**Sizing map**

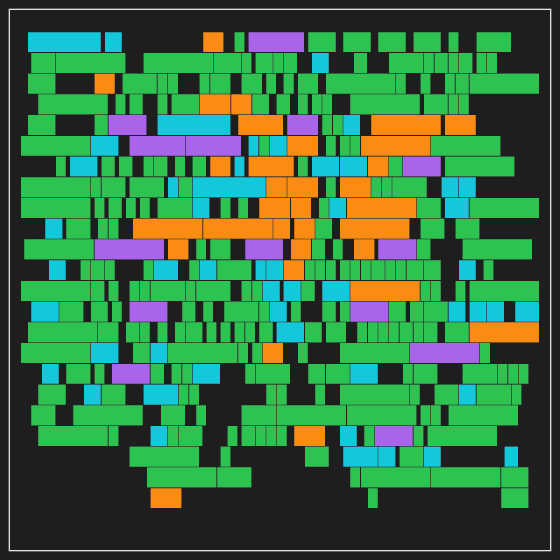
**Cell area per tile**

Bar = 20 um. The die is cut into 7 by 7 equal tiles; dark blue is low, red is high, 0 to 100% covered.
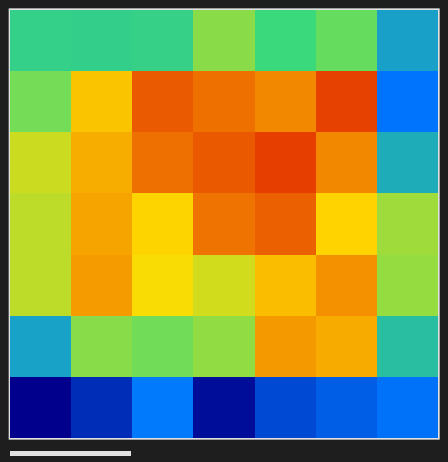
**Wire density map**

Bar = 20 um. The die is cut into 14 by 14 equal tiles; dark blue is low, red is high, scaled to the fullest tile. Values are wire area over tile area, all layers added.
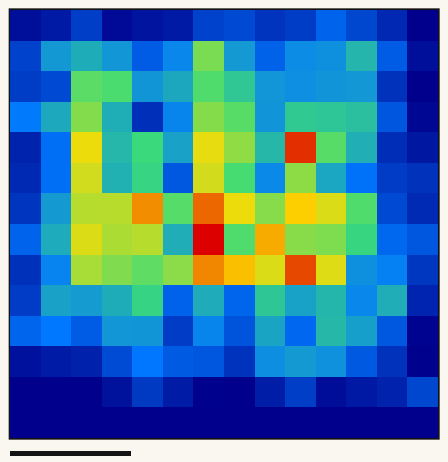
$ cat src/rtl/rate_ctrl_pkg.sv
// Shared types and constants for the rate controller.
package rate_ctrl_pkg;

  localparam int RATE_W = 2;
  localparam logic [RATE_W-1:0] RATE_MAX = 2'd3;

  typedef enum logic {
    ST_PAUSED = 1'b0,
    ST_RUN    = 1'b1
  } state_t;

  // Saturating up/down step of the requested rate; simultaneous requests cancel.
  function automatic logic [RATE_W-1:0] rate_step(input logic [RATE_W-1:0] req,
                                                  input logic up,
                                                  input logic down);
    logic [RATE_W-1:0] r;
    r = req;
    if (up && !down && req != RATE_MAX) r = req + 1'b1;
    else if (down && !up && req != '0) r = req - 1'b1;
    return r;
  endfunction

endpackage

$ cat src/rtl/rate_ctrl_if.sv
// Request/status bundle between the button side and the rate controller.
interface rate_ctrl_if;
  import rate_ctrl_pkg::*;

  logic              run_i;
  logic              up_i;
  logic              down_i;
  logic              tick_o;
  logic              clk_div_o;
  logic [RATE_W-1:0] rate_o;
  logic              running_o;
  logic              pending_o;

  modport master (
    output run_i, up_i, down_i,
    input  tick_o, clk_div_o, rate_o, running_o, pending_o
  );

  modport slave (
    input  run_i, up_i, down_i,
    output tick_o, clk_div_o, rate_o, running_o, pending_o
  );

endinterface

$ cat src/rtl/rate_ctrl_btn_cond.sv
// Push-button conditioner: 2-FF synchronizer, stable-time debouncer and
// rising-edge pulse. Only instantiated when RATE_CTRL_DEBOUNCE_EN is defined.
module btn_cond #(
  parameter int DEB_CYCLES = 1_000_000
) (
  input  logic clk_i,
  input  logic rst_i,
  input  logic btn,
  output logic pulse
);

  localparam int TMR_W = $clog2(DEB_CYCLES + 1);
  localparam logic [TMR_W-1:0] TMR_LOAD = TMR_W'(DEB_CYCLES - 1);

  logic [1:0]       sync;
  logic             level;
  logic [TMR_W-1:0] tmr;

  // Synchronize, then accept a new level only after DEB_CYCLES differing samples.
  always_ff @(posedge clk_i or negedge rst_i) begin
    if (!rst_i) begin
      sync  <= '0;
      level <= 1'b0;
      tmr   <= TMR_LOAD;
      pulse <= 1'b0;
    end else begin
      sync  <= {sync[0], btn};
      pulse <= 1'b0;
      if (sync[1] == level) begin
        tmr <= TMR_LOAD;
      end else if (tmr == '0) begin
        level <= sync[1];
        tmr   <= TMR_LOAD;
        pulse <= sync[1];
      end else begin
        tmr <= tmr - 1'b1;
      end
    end
  end

endmodule

$ cat src/rtl/rate_ctrl.sv
// Run/pause and rate controller with programmable clock divider.
// Optional input conditioning is enabled with `define RATE_CTRL_DEBOUNCE_EN.
//
// state     | meaning
// ----------+-----------------------------------------------------------
// ST_RUN    | counter advances, wraps emit tick and toggle clk_div
// ST_PAUSED | counter and clk_div frozen, rate requests apply at once
module rate_ctrl
  import rate_ctrl_pkg::*;
#(
  parameter int BASE_LIMIT = 49_999_999,
  parameter int CNT_W      = 26,
  parameter int DEB_CYCLES = 1_000_000
) (
  input logic        clk_i,
  input logic        rst_i,
  rate_ctrl_if.slave bus
);

  localparam logic [CNT_W:0] BASE_P1 = (CNT_W + 1)'(BASE_LIMIT + 1);

  if (BASE_LIMIT >= (1 << CNT_W) || DEB_CYCLES < 1) begin : g_bad_param
    $error("rate_ctrl: BASE_LIMIT must fit in CNT_W bits and DEB_CYCLES must be >= 1");
  end

  logic              run_req;
  logic              up_req;
  logic              down_req;
  state_t            state;
  logic [CNT_W-1:0]  count;
  logic [CNT_W-1:0]  limit;
  logic              wrap;
  logic              clk_div;
  logic              tick;
  logic              pending;
  logic [RATE_W-1:0] rate_act;
  logic [RATE_W-1:0] rate_req;
  logic [RATE_W-1:0] rate_req_nxt;
  logic [RATE_W-1:0] rate_act_nxt;

`ifdef RATE_CTRL_DEBOUNCE_EN
  btn_cond #(.DEB_CYCLES(DEB_CYCLES)) u_run  (.clk_i(clk_i), .rst_i(rst_i), .btn(bus.run_i),  .pulse(run_req));
  btn_cond #(.DEB_CYCLES(DEB_CYCLES)) u_up   (.clk_i(clk_i), .rst_i(rst_i), .btn(bus.up_i),   .pulse(up_req));
  btn_cond #(.DEB_CYCLES(DEB_CYCLES)) u_down (.clk_i(clk_i), .rst_i(rst_i), .btn(bus.down_i), .pulse(down_req));
`else
  assign run_req  = bus.run_i;
  assign up_req   = bus.up_i;
  assign down_req = bus.down_i;
`endif

  // Half-period terminal count shrinks by a power of two per rate step.
  assign limit = CNT_W'((BASE_P1 >> rate_act) - 1'b1);

  // ">=" rather than "==" so a rate raised while paused, leaving count past
  // the new limit, ends the half-period on the first running cycle.
  assign wrap = (count >= limit);

  // Next requested rate and when the active rate may follow it.
  always_comb begin
    rate_req_nxt = rate_step(rate_req, up_req, down_req);
    rate_act_nxt = rate_act;
    if (state == ST_PAUSED || wrap) rate_act_nxt = rate_req_nxt;
  end

  // Run/pause FSM with divider counter and registered outputs.
  always_ff @(posedge clk_i or negedge rst_i) begin
    if (!rst_i) begin
      state    <= ST_RUN;
      count    <= '0;
      clk_div  <= 1'b0;
      tick     <= 1'b0;
      rate_act <= '0;
      rate_req <= '0;
      pending  <= 1'b0;
    end else begin
      rate_req <= rate_req_nxt;
      rate_act <= rate_act_nxt;
      pending  <= (rate_req_nxt != rate_act_nxt);
      case (state)
        ST_RUN: begin
          if (wrap) begin
            count   <= '0;
            tick    <= 1'b1;
            clk_div <= ~clk_div;
          end else begin
            count <= count + 1'b1;
            tick  <= 1'b0;
          end
          if (run_req) state <= ST_PAUSED;
        end
        ST_PAUSED: begin
          tick <= 1'b0;
          if (run_req) state <= ST_RUN;
        end
        default: begin
          state <= ST_RUN;
          tick  <= 1'b0;
        end
      endcase
    end
  end

  assign bus.tick_o    = tick;
  assign bus.clk_div_o = clk_div;
  assign bus.rate_o    = rate_act;
  assign bus.running_o = (state == ST_RUN);
  assign bus.pending_o = pending;

endmodule

$ cat src/flat_wrapper.sv
// flat-port wrapper written by rule: the top's interface ports become plain ports
module rate_ctrl_flat import rate_ctrl_pkg::*;
#(
  parameter int BASE_LIMIT = 49_999_999,
  parameter int CNT_W      = 26,
  parameter int DEB_CYCLES = 1_000_000
)
  (clk_i, rst_i, bus_run_i, bus_up_i, bus_down_i, bus_tick_o, bus_clk_div_o, bus_rate_o, bus_running_o, bus_pending_o);
  rate_ctrl_if bus_i ();
  input logic clk_i;
  input logic rst_i;
  input wire logic [$bits(bus_i.run_i)-1:0] bus_run_i;
  input wire logic [$bits(bus_i.up_i)-1:0] bus_up_i;
  input wire logic [$bits(bus_i.down_i)-1:0] bus_down_i;
  output wire logic [$bits(bus_i.tick_o)-1:0] bus_tick_o;
  output wire logic [$bits(bus_i.clk_div_o)-1:0] bus_clk_div_o;
  output wire logic [$bits(bus_i.rate_o)-1:0] bus_rate_o;
  output wire logic [$bits(bus_i.running_o)-1:0] bus_running_o;
  output wire logic [$bits(bus_i.pending_o)-1:0] bus_pending_o;
  assign bus_i.run_i = bus_run_i;
  assign bus_i.up_i = bus_up_i;
  assign bus_i.down_i = bus_down_i;
  assign bus_tick_o = bus_i.tick_o;
  assign bus_clk_div_o = bus_i.clk_div_o;
  assign bus_rate_o = bus_i.rate_o;
  assign bus_running_o = bus_i.running_o;
  assign bus_pending_o = bus_i.pending_o;
  rate_ctrl #(.BASE_LIMIT(BASE_LIMIT), .CNT_W(CNT_W), .DEB_CYCLES(DEB_CYCLES)) u_core (.clk_i(clk_i), .rst_i(rst_i), .bus(bus_i));
endmodule
$ cat config.mk
export PLATFORM = sky130hd
export DESIGN_NAME = rate_ctrl_flat
export DESIGN_NICKNAME = d
export VERILOG_FILES = /design/src/rtl/rate_ctrl_pkg.sv /design/src/rtl/rate_ctrl_if.sv /design/src/rtl/rate_ctrl_btn_cond.sv /design/src/rtl/rate_ctrl.sv /design/src/flat_wrapper.sv
export SDC_FILE = /design/constraint.sdc
export NUM_CORES = 1
export LEC_CHECK = 0
export ABC_AREA = 1
export CAP_MARGIN = 40
export CORE_MARGIN = 1
export CORE_UTILIZATION = 50
export CTS_CLUSTER_DIAMETER = 60
export DETAILED_ROUTE_END_ITERATION = 16
export PLACE_DENSITY = 0.71
export RECOVER_POWER = 25
export SETUP_SLACK_MARGIN = 0.02
export SLEW_MARGIN = 20
export SYNTH_ARGS = -nofsm -noshare
export SYNTH_HDL_FRONTEND = slang
export SYNTH_SLANG_ARGS = --single-unit
$ cat constraint.sdc
create_clock -name clk_i -period 2.28 [get_ports clk_i]
set_input_delay 0.456 -clock clk_i [delete_from_list [all_inputs] [get_ports clk_i]]
set_output_delay 0.456 -clock clk_i [all_outputs]
set_load 0.01 [all_outputs]
==> datasheet_impl.txt <==
Summary of implementation characteristics

Parameter                              Value

Outcome
  Status .................. finished with violations
  Violations in the final reports .................. negative setup slack

Route
  Top metal layer carrying routed signals .................. met4
  Detailed-routed wire length on met2 .................. approximately 2900 um
  Remaining number of nets flagged by the antenna check after routing .................. 0
  Drt via density .................. 5.30
  Met3 routed wirelength .................. about 300 um
  Total DRC errors in the routed layout .................. 0

Place
  Pre-CTS setup slack .................. -0.0407 ns
  Sum of net half-perimeters after detailed placement .................. ~4000 um
  Cell area after placement .................. 2620 um2
  Number of buffers inserted by port buffering .................. 10
  Routability cong. .................. roughly 0.84

Logic synthesis
  Main area contributors .................. dfrtp_1 (35%), ha_1 (12%), nand2_1 (9.5%)
  Top cell type by instance count after synthesis .................. nand2_1
  Distinct cells, synth .................. 30
  Leading cell types by count after synthesis .................. nand2_1 (60), nor2_1 (52), inv_1 (40)
  Ys flop type .................. dfrtp_1
  Main logic family after synthesis .................. simple AND/OR/NAND/NOR gates

Timing
  Setup repair after global routing missed its margin .................. true
  Slew at the pin with the worst max-slew slack .................. just over 0.8 ns
  Final tally of setup violations .................. 4
  Worst slew margin relative to its limit .................. 0.448
  Worst-case setup margin in the final layout .................. -0.0182 ns

Power
  Maximum vdd drop .................. 0.677 mV
  Net Switching .................. about 0.0012 W

Floorplanning
  Number of tapcells .................. ~52

Layout
  Logic share of the area .................. 0.513
  Top library cells by usage in the layout, fill and taps aside .................. nand2_1 (51), inv_1 (36), dfrtp_1 (31), nor2_1 (29), nor2_2 (19)
  Non-clk bufs .................. 30
  Number of multi-input logic gates .................. 226
  Final std cell area, no fill .................. a little over 3000 um2

GRT
  Pin count of the biggest net entering global routing .................. 35
  Aggregate global routing overflow .................. 0

Setup path
  R2R cell count .................. 12
  Worst stage delay on the critical path .................. ~0.51 ns

CTS
  Root cell of the clock tree .................. clkbuf_8

Worst hold path
  Type of the worst min-delay path .................. flip-flop to flip-flop
-- 'sizing map' (at the start) --
- orange: _3 and _4 cells (cells 32; share 9.4%)
- cyan: _2 cells (cells 50; share 15%)
- green: _0 and _1 cells (cells 243; share 72%)
- purple: _6 and larger (cells 14; share 4.1%)

-- 'cell area per tile' (at the start) --
- nearly empty tiles: 2.0%
- emptiest ninth of the die: bottom left
- fullest tile: 93%
- densest ninth of the die: middle
final core occ: 0.698
effective utilization at floorplan: 0.534

-- 'wire density map' (at the start) --
- densest ninth of the die: middle
- fullest tile: 0.61
- mean over tiles: 0.18
- nearly empty tiles: 12%
- emptiest ninth of the die: bottom left
- tiles over half the peak: 22%
post-detailed-route wirelength per cell: 14.9 um
total routing usage reported by global routing: 0.222
sum of routed wire length over all layers: 5810 um
number of vias in the routed layout: 2072

Power is estimated from default activity; no workload was simulated.
